## src/rtl/hc194_seq_ctrl.sv

```systemverilog
// Command sequencer driving one HC194 universal shift register (load / shift / clear).
// Optional shift abort input is enabled by defining HC194_SEQ_ABORT_EN.
module hc194_seq_ctrl #(
    parameter int unsigned CNT_W = 4
) (
    input  logic             CP,
    input  logic             MR,
    input  logic             cmd_valid,
    output logic             cmd_ready,
    input  logic [1:0]       cmd_op,
    input  logic [CNT_W-1:0] cmd_cnt,
    input  logic             cmd_rot,
    input  logic [0:3]       cmd_data,
    input  logic             ser_in,
    input  logic [0:3]       sr_q,
`ifdef HC194_SEQ_ABORT_EN
    input  logic             abort,
`endif
    output logic [1:0]       sr_s,
    output logic             sr_dsr,
    output logic             sr_dsl,
    output logic [0:3]       sr_d,
    output logic             ser_out,
    output logic             ser_vld,
    output logic             busy,
    output logic             done
);

    localparam logic [1:0] OpLoad  = 2'b00;
    localparam logic [1:0] OpShr   = 2'b01;
    localparam logic [1:0] OpShl   = 2'b10;
    localparam logic [1:0] OpClear = 2'b11;

    localparam logic [1:0] ModeHold  = 2'b00;
    localparam logic [1:0] ModeRight = 2'b01;
    localparam logic [1:0] ModeLeft  = 2'b10;
    localparam logic [1:0] ModeLoad  = 2'b11;

    typedef enum logic [1:0] {
        StIdle,
        StLoad,
        StShift,
        StDone
    } state_e;

    state_e           state_q, state_d;
    logic [CNT_W-1:0] cnt_q, cnt_d;
    logic [1:0]       op_q, op_d;
    logic             rot_q, rot_d;
    logic [0:3]       data_q, data_d;
    logic             abort_hit;

`ifdef HC194_SEQ_ABORT_EN
    assign abort_hit = abort;
`else
    assign abort_hit = 1'b0;
`endif

    always_ff @(posedge CP) begin
        if (MR) begin
            state_q <= StIdle;
            cnt_q   <= '0;
            op_q    <= OpLoad;
            rot_q   <= 1'b0;
            data_q  <= '0;
        end else begin
            state_q <= state_d;
            cnt_q   <= cnt_d;
            op_q    <= op_d;
            rot_q   <= rot_d;
            data_q  <= data_d;
        end
    end

    always_comb begin
        state_d = state_q;
        cnt_d   = cnt_q;
        op_d    = op_q;
        rot_d   = rot_q;
        data_d  = data_q;
        unique case (state_q)
            StIdle: begin
                if (cmd_valid) begin
                    op_d   = cmd_op;
                    cnt_d  = cmd_cnt;
                    rot_d  = cmd_rot;
                    data_d = cmd_data;
                    if (cmd_op == OpLoad || cmd_op == OpClear) begin
                        state_d = StLoad;
                    end else if (cmd_cnt == '0) begin
                        state_d = StDone;
                    end else begin
                        state_d = StShift;
                    end
                end
            end
            StLoad: state_d = StDone;
            StShift: begin
                cnt_d = cnt_q - CNT_W'(1);
                // Abort makes the current cycle the final shift.
                if (cnt_q == CNT_W'(1) || abort_hit) begin
                    state_d = StDone;
                end
            end
            StDone: state_d = StIdle;
            default: state_d = StIdle;
        endcase
    end

    always_comb begin
        cmd_ready = (state_q == StIdle);
        busy      = (state_q != StIdle);
        sr_s      = ModeHold;
        sr_dsr    = 1'b0;
        sr_dsl    = 1'b0;
        sr_d      = '0;
        ser_out   = 1'b0;
        ser_vld   = 1'b0;
        done      = 1'b0;
        unique case (state_q)
            StIdle: ;
            StLoad: begin
                sr_s = ModeLoad;
                sr_d = (op_q == OpLoad) ? data_q : 4'b0000;
            end
            StShift: begin
                ser_vld = 1'b1;
                if (op_q == OpShl) begin
                    sr_s    = ModeLeft;
                    ser_out = sr_q[0];
                    sr_dsl  = rot_q ? sr_q[0] : ser_in;
                end else begin
                    sr_s    = ModeRight;
                    ser_out = sr_q[3];
                    sr_dsr  = rot_q ? sr_q[3] : ser_in;
                end
            end
            StDone: done = 1'b1;
            default: ;
        endcase
    end

    logic unused_op;
    assign unused_op = (op_q == OpShr);

endmodule

```

## config.mk

```make
export PLATFORM = sky130hd
export DESIGN_NAME = hc194_seq_ctrl
export DESIGN_NICKNAME = d
export VERILOG_FILES = /design/src/rtl/hc194_seq_ctrl.sv
export SDC_FILE = /design/constraint.sdc
export NUM_CORES = 1
export LEC_CHECK = 0
export CAP_MARGIN = 10
export CORE_MARGIN = 1.5
export CORE_UTILIZATION = 48
export CTS_BUF_LIST = sky130_fd_sc_hd__clkbuf_8
export DETAILED_ROUTE_END_ITERATION = 8
export PLACE_DENSITY_LB_ADDON = 0.08
export SYNTH_ARGS = -nofsm -noshare
export SYNTH_HDL_FRONTEND = slang
export SYNTH_SLANG_ARGS = --single-unit
```

## constraint.sdc

```tcl
create_clock -name CP -period 2.8 [get_ports CP]
set_input_delay 0.84 -clock CP [delete_from_list [all_inputs] [get_ports CP]]
set_output_delay 0.84 -clock CP [all_outputs]
set_load 0.005 [all_outputs]
```

Figure 1. Where the registers sit (run 1).
Other sequential cells in the stronger grey, the rest of the logic in the fainter grey.
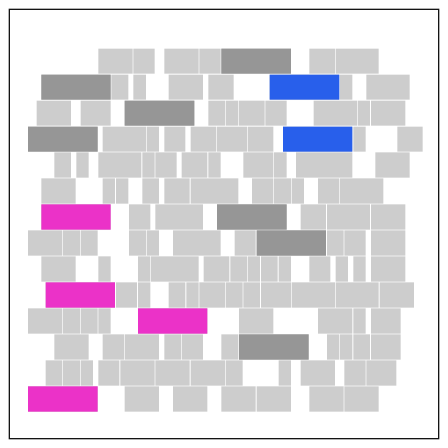
signal	colour	placed flops
`state_q`	blue	2
`data_q`	magenta	4
not coloured	7
Sequential cell area: 260.3 um^2
post-layout util: 76.35%
Seq/total area: 21.62%
sequential power: 0.272 mW

Figure 2. Routed metal, one colour a layer (run 1).
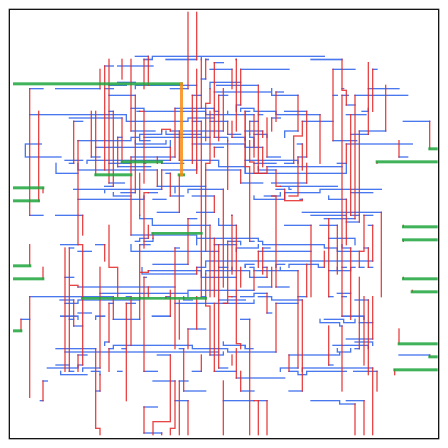
layer	colour	wire length
metal 3	green	83.0 um
metal 4	orange	9.50 um
metal 1	blue	834 um
metal 2	red	938 um
gr usage total: 20.05%
routed len/inst: 12.03 um
Total Wirelength: 1864 um
via count: 854

==> out/results.txt, run 1 <==
Syn Nets - 133
Max Transition Viols Final - 0
Met1 global-route usage - 26.12%
Yosys top cell by area - dfxtp_1
Met2 wire length - 938 um
Worst Path Required - 1.96 ns
Top Family by Delay on Critical Path - buffers and inverters
Seq pwr share - 30.5%
LEAKAGE - 0.5007 nW
Initial antenna violation count - 0
Fin. Hold Viols - 0
M1 WL - 833 um
Distinct cells, synth - 34
RSZ-0062 raised after global routing - no
Final Cycle Share - 96.12%
Top achievable clock speed - 371.6 MHz
Global routing usage on met2 - 35.07%
Post-route setup TNS - 0 ns
Die outline height - 44.79 um
Areal power density over the cells - 741.7 nW/um^2
Antenna diodes - 0
Share of cells above drive strength 1 - 7.914%
Slowest-stage cell, CP - clkdlybuf4s50_1
Most numerous logic cells after layout - 26 x clkdlybuf4s50_1, 14 x nand2_1, 13 x dfxtp_1
Yosys aoi share - 21.34%
Mux frac, synth - 2.836%
I/O pins - 32
Most instantiated logic cell after routing - clkdlybuf4s50_1
Critical path origin - sr_q[0]
Worst-case clock buffer depth - 2
First-pass GRT wire length - 3029 um
Peak fanout along the critical path - 2
HP Class - reg -> reg
Antenna-violating nets left - 0
WHS - 0.4488 ns
Hold depth - 2
Clock buffer count in the final layout - 3
R2r startpoint - state_q[0]
Final net count - 166
Synth logic family - simple AND/OR/NAND/NOR gates
Registers with the most flip-flops - cnt_q: 4 flops, data_q: 4 flops
Setup Slack @ Placement - -0.1984 ns
Pwr top - combinational cells
Critical Path, Cell by Cell - clkdlybuf4s50_1, nand2_1, a211oi_2, dlygate4sd2_1
Comb pwr share - 51.4%
Top cell category - multi-input combinational cells
Synth flops - 13
Die area - 2006 um^2
Tot Pwr - 0.8927 mW
Status - finished clean
Clock sink count - 13
Cts repair resizes - 4
Count of non-CTS buffers in the layout - 32
XOR Share, Synth - 1.045%
Clock-cell share of area - 3.742%
Fill cells - 127
Critical R2R Capture - cnt_q[2]
Max_slew headroom - 70.71%
Initial DRT Pass Iterations - 4
Top post-synthesis cells by count - 14 x nand2_1, 13 x dfxtp_1, 12 x a21oi_1
Cell area leaders - dfxtp_1 31%, ha_1 10%, a21oi_1 7.2%
Gpl congestion - 0.8334
Buffering overhead - 25.68%
Clock Latency Late Sink - 0.24 ns
Crit path largest cell delay - 0.48 ns
Reg-to-reg slack, setup - 1.07 ns
Setup bufs post-CTS - 0
Total of max-cap violations - 0
Number of enable flip-flop cells - 0
Cell Count, Final, Fillers Out - 155
Psw - 0.3308 mW
Dpl cells - 151
Residual DRC count - 0
Mean post-synth cell area - 7.835 um^2
Figure 3. Routed clock nets over the placement (run 1).
The bar under the picture is 10 um long.
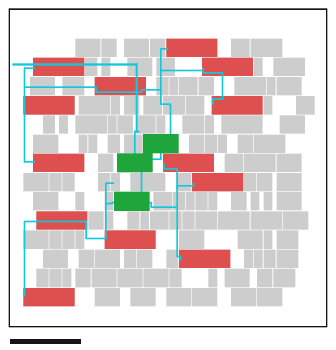
[clock drivers] green | count: 3
[flip-flops] red | count: 13
[clock wires] cyan | length: 179 um
routed clock nets	4
Final Skew: 0.0004046 ns
clock group power: 0.162 mW
Clock Power Share: 18.2%

Figure 4. Placed standard cells (run 1).
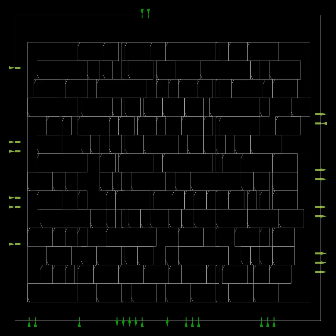
row count: 14
Core Area: 1577 um^2
n_taps: 16
flop count: 13

--- run 2 (diff from run 1) ---
--- a/config.mk
+++ b/config.mk
@@ -8,4 +8,7 @@
 export CAP_MARGIN = 10
+export CELL_PAD_IN_SITES_DETAIL_PLACEMENT = 1
+export CELL_PAD_IN_SITES_GLOBAL_PLACEMENT = 1
+export CORE_ASPECT_RATIO = 0.7
 export CORE_MARGIN = 1.5
-export CORE_UTILIZATION = 48
+export CORE_UTILIZATION = 34
 export CTS_BUF_LIST = sky130_fd_sc_hd__clkbuf_8
--- a/constraint.sdc
+++ b/constraint.sdc
@@ -3,2 +3,2 @@
 set_output_delay 0.84 -clock CP [all_outputs]
-set_load 0.005 [all_outputs]
+set_load 0.05 [all_outputs]
Figure 5. Routed clock nets over the placement (run 2).
The bar under the picture is 20 um long.
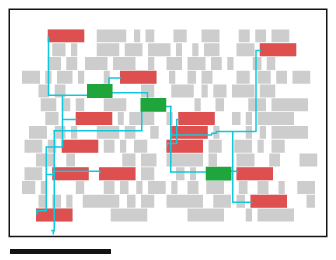
[flip-flops] red | count: 13
[clock wires] cyan | length: 215 um
[clock drivers] green | count: 3
flops lie	widely spread
routed clock nets	4
clock group power: 0.168 mW
Clock Latency Late Sink: 0.25 ns
Final Skew: 0.001899 ns

Figure 6. Met3 routing (run 2).
The bar under the picture is 20 um long.
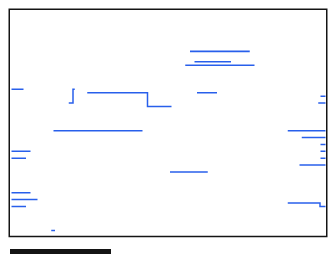
main direction	horizontal
nets with wire on the layer	22
longest straight run	17.2 um
share of all routed wire	4.6%
wire length on this layer	130 um
Total Wirelength: 2805 um
via count: 889
M3 GR Usage: 4.326%

==> run 2 against run 1 <==
Net effect:
- clock-buffer cell count unchanged
- synthesized cell count unchanged
- via count increased by 4.1%
==> out/results.txt, run 2 <==
Routed len/inst - 16.40 um
Critical R2R Capture - cnt_q[0]
Fin. Hold Viols - 0
Gr usage total - 22.38%
Slowest-stage cell, CP - clkdlybuf4s50_1
XOR Share, Synth - 1.045%
Yosys aoi share - 21.34%
Comb pwr share - 60.2%
Crit path largest cell delay - 0.48 ns
Clock Power Share - 15.1%
Hold depth - 2
Clock-cell share of area - 3.435%
Areal power density over the cells - 848.7 nW/um^2
Most numerous logic cells after layout - 17 x clkdlybuf4s50_1, 14 x nand2_1, 13 x dfxtp_1
Total of max-cap violations - 0
Sequential cell area - 260.3 um^2
Mux frac, synth - 2.836%
Distinct cells, synth - 34
Flop count - 13
Seq/total area - 19.85%
Number of enable flip-flop cells - 0
Gpl congestion - 0.6912
I/O pins - 32
Tot Pwr - 1.113 mW
Die outline height - 44.55 um
Share of cells above drive strength 1 - 17.27%
Reg-to-reg slack, setup - 0.94 ns
Max Transition Viols Final - 0
Peak fanout along the critical path - 2
Worst-case clock buffer depth - 2
Registers with the most flip-flops - cnt_q: 4 flops, data_q: 4 flops
LEAKAGE - 0.5306 nW
Mean post-synth cell area - 7.835 um^2
Met2 wire length - 1411 um
Psw - 0.5139 mW
HP Class - reg -> reg
Clock buffer count in the final layout - 3
Buffering overhead - 30.15%
Setup Slack @ Placement - 0.06364 ns
Setup bufs post-CTS - 0
Top cell category - multi-input combinational cells
Status - finished clean
Syn Nets - 133
Most instantiated logic cell after routing - clkdlybuf4s50_1
R2r startpoint - state_q[0]
Pwr top - combinational cells
Clock sink count - 13
Final net count - 166
Seq pwr share - 24.7%
Residual DRC count - 0
Sequential power - 0.275 mW
Initial DRT Pass Iterations - 4
Dpl cells - 167
Critical Path, Cell by Cell - clkdlybuf4s50_1, nand2_1, a211oi_2, buf_12
Top achievable clock speed - 365.9 MHz
Antenna diodes - 0
Die area - 2777 um^2
Cell area leaders - dfxtp_1 31%, ha_1 10%, a21oi_1 7.2%
Fill cells - 273
Core Area - 2242 um^2
Initial antenna violation count - 0
Worst Path Required - 1.96 ns
Cts repair resizes - 0
Row count - 14
M1 WL - 1232 um
Synth logic family - simple AND/OR/NAND/NOR gates
Yosys top cell by area - dfxtp_1
Count of non-CTS buffers in the layout - 32
Final Cycle Share - 97.61%
Top Family by Delay on Critical Path - buffers and inverters
Power and IR drop assume default switching activity.
